--- src/rtl/hand_pkg.sv ---
// hand_pkg: shared hand gesture codes, also used by the LED gesture FSM
// Codes are {upper sensor, lower sensor}.
package hand_pkg;
   localparam logic [1:0] HAND_NONE = 2'b00;
   localparam logic [1:0] HAND_LOW  = 2'b01;
   localparam logic [1:0] HAND_HIGH = 2'b10;
   localparam logic [1:0] HAND_BOTH = 2'b11;
endpackage

--- src/rtl/hand_debounce.sv ---
// hand_debounce: per-channel tick-sampled debouncer
// Ports: clk, reset (async, active-high), tick (sample strobe),
//        din_sync (synchronized raw bit), dout (stable bit).
// A change commits only after DEB_TICKS consecutive disagreeing ticks.
// The counter returns to 0 on every commit or agreement, so it never wraps.
module hand_debounce #(
   parameter int DEB_TICKS = 20
) (
   input  logic clk,
   input  logic reset,
   input  logic tick,
   input  logic din_sync,
   output logic dout
);
   localparam int CW = (DEB_TICKS > 1) ? $clog2(DEB_TICKS) : 1;
   logic          st;
   logic [CW-1:0] cnt;
   always_ff @(posedge clk or posedge reset)
      if (reset) begin
         st  <= 1'b0;
         cnt <= '0;
      end else if (tick) begin
         if (din_sync == st)
            cnt <= '0;
         else if (cnt == CW'(DEB_TICKS - 1)) begin
            st  <= din_sync;
            cnt <= '0;
         end else
            cnt <= cnt + CW'(1);
      end
   assign dout = st;
endmodule

--- src/rtl/hand_sensor_encoder.sv ---
// hand_sensor_encoder: synchronizes, debounces and encodes two proximity sensors
// Ports: clk, reset (async, active-high), sens_a/sens_b (raw, async),
//        hand {b,a} registered code, hand_valid (one-clk change pulse),
//        stuck (stuck-hand flag).
// Optional: define HAND_STUCK_EN to force hand to 00 after STUCK_TICKS ticks
// of continuous non-zero hand; otherwise stuck is tied 0.
module hand_sensor_encoder
   import hand_pkg::*;
#(
   parameter int CLK_HZ      = 100_000_000,
   parameter int TICK_HZ     = 1_000,
   parameter int DEB_TICKS   = 20,
   parameter int STUCK_TICKS = 10_000
) (
   input  logic       clk,
   input  logic       reset,
   input  logic       sens_a,
   input  logic       sens_b,
   output logic [1:0] hand,
   output logic       hand_valid,
   output logic       stuck
);
   localparam int DIV = CLK_HZ / TICK_HZ;
   localparam int PW  = $clog2(DIV);
   logic [1:0]    sync_a, sync_b;
   logic [PW-1:0] pcnt;
   logic          tick;
   logic          st_a, st_b;
   logic [1:0]    raw, hand_n;
   logic          stuck_q;
   always_ff @(posedge clk or posedge reset)
      if (reset) begin
         sync_a <= '0;
         sync_b <= '0;
      end else begin
         sync_a <= {sync_a[0], sens_a};
         sync_b <= {sync_b[0], sens_b};
      end
   assign tick = (pcnt == PW'(DIV - 1));
   always_ff @(posedge clk or posedge reset)
      if (reset)
         pcnt <= '0;
      else
         pcnt <= tick ? '0 : pcnt + PW'(1);
   hand_debounce #(.DEB_TICKS(DEB_TICKS)) u_deb_a (
      .clk(clk), .reset(reset), .tick(tick), .din_sync(sync_a[1]), .dout(st_a)
   );
   hand_debounce #(.DEB_TICKS(DEB_TICKS)) u_deb_b (
      .clk(clk), .reset(reset), .tick(tick), .din_sync(sync_b[1]), .dout(st_b)
   );
   assign raw = {st_b, st_a};
`ifdef HAND_STUCK_EN
   localparam int SW = $clog2(STUCK_TICKS + 1);
   logic [SW-1:0] scnt;
   logic          trip;
   assign trip = tick && (hand != HAND_NONE) && (scnt == SW'(STUCK_TICKS - 1));
   always_ff @(posedge clk or posedge reset)
      if (reset) begin
         scnt    <= '0;
         stuck_q <= 1'b0;
      end else begin
         scnt    <= (hand == HAND_NONE) ? '0 : tick ? scnt + SW'(1) : scnt;
         stuck_q <= trip ? 1'b1 : (raw == HAND_NONE) ? 1'b0 : stuck_q;
      end
   // Stuck holds hand at 00 until both debounced channels have gone low.
   assign hand_n = (trip || stuck_q) ? HAND_NONE : raw;
`else
   assign stuck_q = 1'b0;
   assign hand_n  = raw;
`endif
   // Both channels are sampled together, so a simultaneous commit is one step.
   always_ff @(posedge clk or posedge reset)
      if (reset) begin
         hand       <= HAND_NONE;
         hand_valid <= 1'b0;
      end else begin
         hand       <= hand_n;
         hand_valid <= (hand_n != hand);
      end
   assign stuck = stuck_q;
endmodule

--- config.mk ---
export PLATFORM = sky130hd
export DESIGN_NAME = hand_sensor_encoder
export DESIGN_NICKNAME = d
export VERILOG_FILES = /design/src/rtl/hand_pkg.sv /design/src/rtl/hand_debounce.sv /design/src/rtl/hand_sensor_encoder.sv
export SDC_FILE = /design/constraint.sdc
export NUM_CORES = 1
export LEC_CHECK = 0
export ABC_CLOCK_PERIOD_IN_PS = 1790
export CAP_MARGIN = 15
export CELL_PAD_IN_SITES_DETAIL_PLACEMENT = 0
export CELL_PAD_IN_SITES_GLOBAL_PLACEMENT = 1
export CORE_ASPECT_RATIO = 1.5
export CORE_UTILIZATION = 45
export CTS_BUF_LIST = sky130_fd_sc_hd__clkbuf_16
export DETAILED_ROUTE_END_ITERATION = 8
export PLACE_DENSITY_LB_ADDON = 0.2
export SYNTH_ARGS = -nofsm -noshare
export SYNTH_HDL_FRONTEND = slang
export SYNTH_SLANG_ARGS = --single-unit
--- constraint.sdc ---
create_clock -name clk -period 1.79 [get_ports clk]
set_input_delay 0.2685 -clock clk [delete_from_list [all_inputs] [get_ports clk]]
set_output_delay 0.2685 -clock clk [all_outputs]
set_load 0.05 [all_outputs]
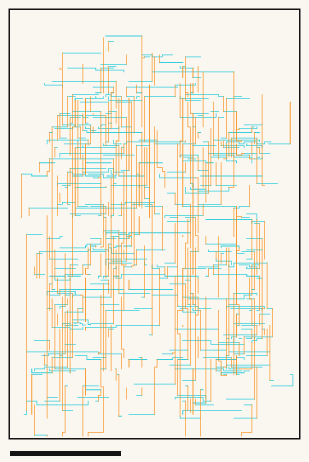
*Routed metal, one colour a layer*
Scale bar: 20 um. Two of the layers only.
legend:
  met1:
    colour: cyan
    wire_length: 1350 um
  met2:
    colour: orange
    wire_length: 1930 um
Vias: 1233
WL final: 3430 um
Avg WL per Cell: 15.6 um
total track usage: 20.8%

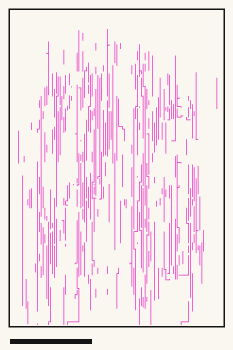
*Signal wires on met2*
Scale bar: 20 um.
nets with wire on the layer: 164
main direction: vertical
share of all routed wire: 56%
M2 GR Usage: 36.2%

==> results.txt <==
yosys + openroad results -> clock sinks=36, EDFF count, synth=0, Simple-Gate Fraction of Synth Area=24.1%, Lkg Pwr=0.000898 uW, Switch Pwr=329 uW, number of global-route vias before repair=around 1.3k, pin count of the biggest net entering global routing=21, met3 usage=around 5.4%, port bufs=6, I/O Pins=8, Pint=about 1300 uW, Rows=26, Crit path max-delay family=buffers and inverters, top sig layer=met4, Worst Path Buf+Inv=1, CTS resizes=0, Compound Share, Synth=7.13%, Synth top cell by count=dfrtp_1, XOR/XNOR Fraction of Synth Area=under 10%, asr flop ratio synth=100%, Mux area share=1.34%, first-pass GRT wire length=6030 um, met3 WL=approximately 79 um, clock network power=798 uW, P_seq=822 uW, leading area contributor after synthesis=dfrtp_1, Synth Warn #=0, clock power share=48.1%, Hold WC Path Type=input pin to asynchronous set/reset pin, Die Size=around 4000 um^2, tool warnings=26, Final Hold Viols=0, Met1 Wirelength=1350 um, syn_nets=roughly 160, reported combinational group power=37.3 uW, Adder-Cell Fraction of Synth Area=2.23%, YS chip area=1680 um^2, Avg Vias per Cell=roughly 5.6, max-cap violation count=0, RSZ-0062 raised after global routing=false, delay of the slowest critical-path stage=0.81 ns, register share of total power=49.6%, CP cell instances=clkdlybuf4s50_1, Distinct lib cells used=35, Top cell excl fill/tap=dfrtp_1, CTS tree=yes, Placed Cells=between 200 and 250, Tmin final=1.72 ns, pwr/cell area=819 nW/um^2, Finished Layout Cells=220, Final ANT Viol Nets=0, Area contributors post-synth=dfrtp_1 (53%), xnor2_1 (6.2%), xor2_1 (3.1%), root buffer cell=clkbuf_16, ys cells=156, top power group=registers, FP Util=48.4%, GRT Residual Overflow=0, Main synth FF type=dfrtp_1, CP Launch Type=flip-flop, met1 usage=22.8%, Worst Setup End Kind=primary output, Dominant comb cell=simple AND/OR/NAND/NOR gates, IR drop worst, VDD=slightly above 0.6 mV, Synth Seq Share=53.5%, routability cong.=0.791, max-slew violations=0, TritonCTS Buffers=5, fin crit share=96.1%, synthesized area=~1700 um^2, # setup viols final=0, Yosys reg bits=36, Slowest-stage cell, CP=clkdlybuf4s50_1, Layout Area Growth over Synthesis=20.1%, Latency at later pin=between 0.2 and 0.3 ns, Layout Nets=185, fmax=581 MHz, Clock transition at path regs=0.05 ns, switching part of the total=19.8%, Filler Cells Inserted=293, Post-route DRC=0, clock skew=0.00333 ns, Top Layout Cells=dfrtp_1 (36), buf_4 (14), nand2_1 (12), xnor2_1 (12), nor2_1 (11), Detailed Place HPWL=2500 um, Setup TNS=0 ns, Avg Cell Area, Syn=10.8 um^2, drt pass-1 iters=4, Crit Path Category=flip-flop to primary output, status=completed, Cells after Synth=156, fraction of layout cells with a size suffix above 1=15.7%, CP required=1.52 ns, maximum fanout along the worst path=2, initial antenna violation count=0, antenna cell count=0, top cells by count=dfrtp_1 (36), nand2_1 (12), xnor2_1 (12), area share, top type=53.5%, Routed met2 length=1930 um, GRT busiest layer=met2, H-tree depth=2, detailed router's first-iteration violation count=23, Hold-fix buffers, CTS=0, Max Buffers Root-to-Sink=2, Post-CTS Setup Repair Bufs=0, worst path arrival time=between 1 and 1.5 ns, combinational share of power=2.3%
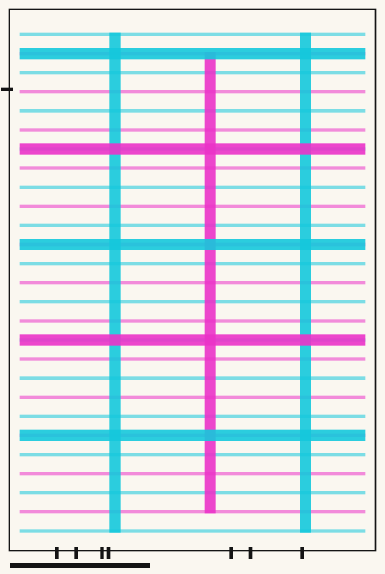
*PDN straps and rails*
Scale bar: 20 um. Pins as bars on the die edge.
legend:
  VSS:
    colour: cyan
  VDD:
    colour: magenta
met4 straps: 3
met1 rails: 27
met5 straps: 5
signal pins: 8
rows: 26
die y size: 76.9 um
area of the core: 3480 um^2
die width: 52.0 um

==> registers in the layout, summed over array words and instances (netlist names) <==
signal	count
sync_b	2
hand_valid	1
sync_a	2
u_deb_b.dout	1
u_deb_b.cnt	5
u_deb_a.dout	1
hand	2
u_deb_a.cnt	5
pcnt	17
==> logic make-up after synthesis <==
logic type / after synthesis
compound gates: 18
xor+xnor: 18
fa+ha+maj: 3
buf+inv: 8
flops: 36
mux: 2
other cells: 1
simple gates: 70
==> path summary, 6_finish.rpt <==
kind,startpoint,endpoint,slack [ns],cells past startpoint
max,hand[0],hand[0],0.07,1
min in group clk,sync_b[0],sync_b[1],0.34,0
max reg2reg,pcnt[0],u_deb_b.cnt[3],0.08,5
min reg2reg,sync_b[0],sync_b[1],0.34,0
min,reset,sync_b[0],0.32,3
max in group asynchronous,reset,u_deb_a.cnt[4],1.24,3
==> final cells by class <==
| type | instances | area (um^2) | share of cell area [%] |
|---|---|---|---|
| clock inverter | 2 | 7.51 | 0.371 |
| sequential | 36 | 901 | 44.5 |
| clock buffer | 5 | 125 | 6.18 |
| timing repair buffer | 19 | 155 | 7.67 |
| multi-input combinational | 112 | 767 | 37.9 |
| tap | 42 | 52.6 | 2.60 |
| inverter | 4 | 15.0 | 0.742 |
==> tightest hold or removal path, delay by kind of cell <==
kind | cells | cell delay, ns
buffers and inverters | 3 | 0.69
==> stage by stage <==
step | hold slack (ns) | area, um^2 | setup slack (ns) | util (%) | power [uW]
floorplan | 0.300 | 1680 | 0.159 | - | 859
global placement | 0.336 | 1870 | 0.105 | 53.7 | 873
detailed placement | 0.337 | 1870 | 0.0492 | 53.7 | 875
CTS | 0.337 | 2000 | 0.0315 | 57.5 | 1680
global route | 0.361 | 2020 | 0.0148 | 58.1 | 1720
finish | 0.320 | 2020 | 0.0702 | 58.1 | 1660
No activity file was given, so power comes from the tool's default toggle rates.
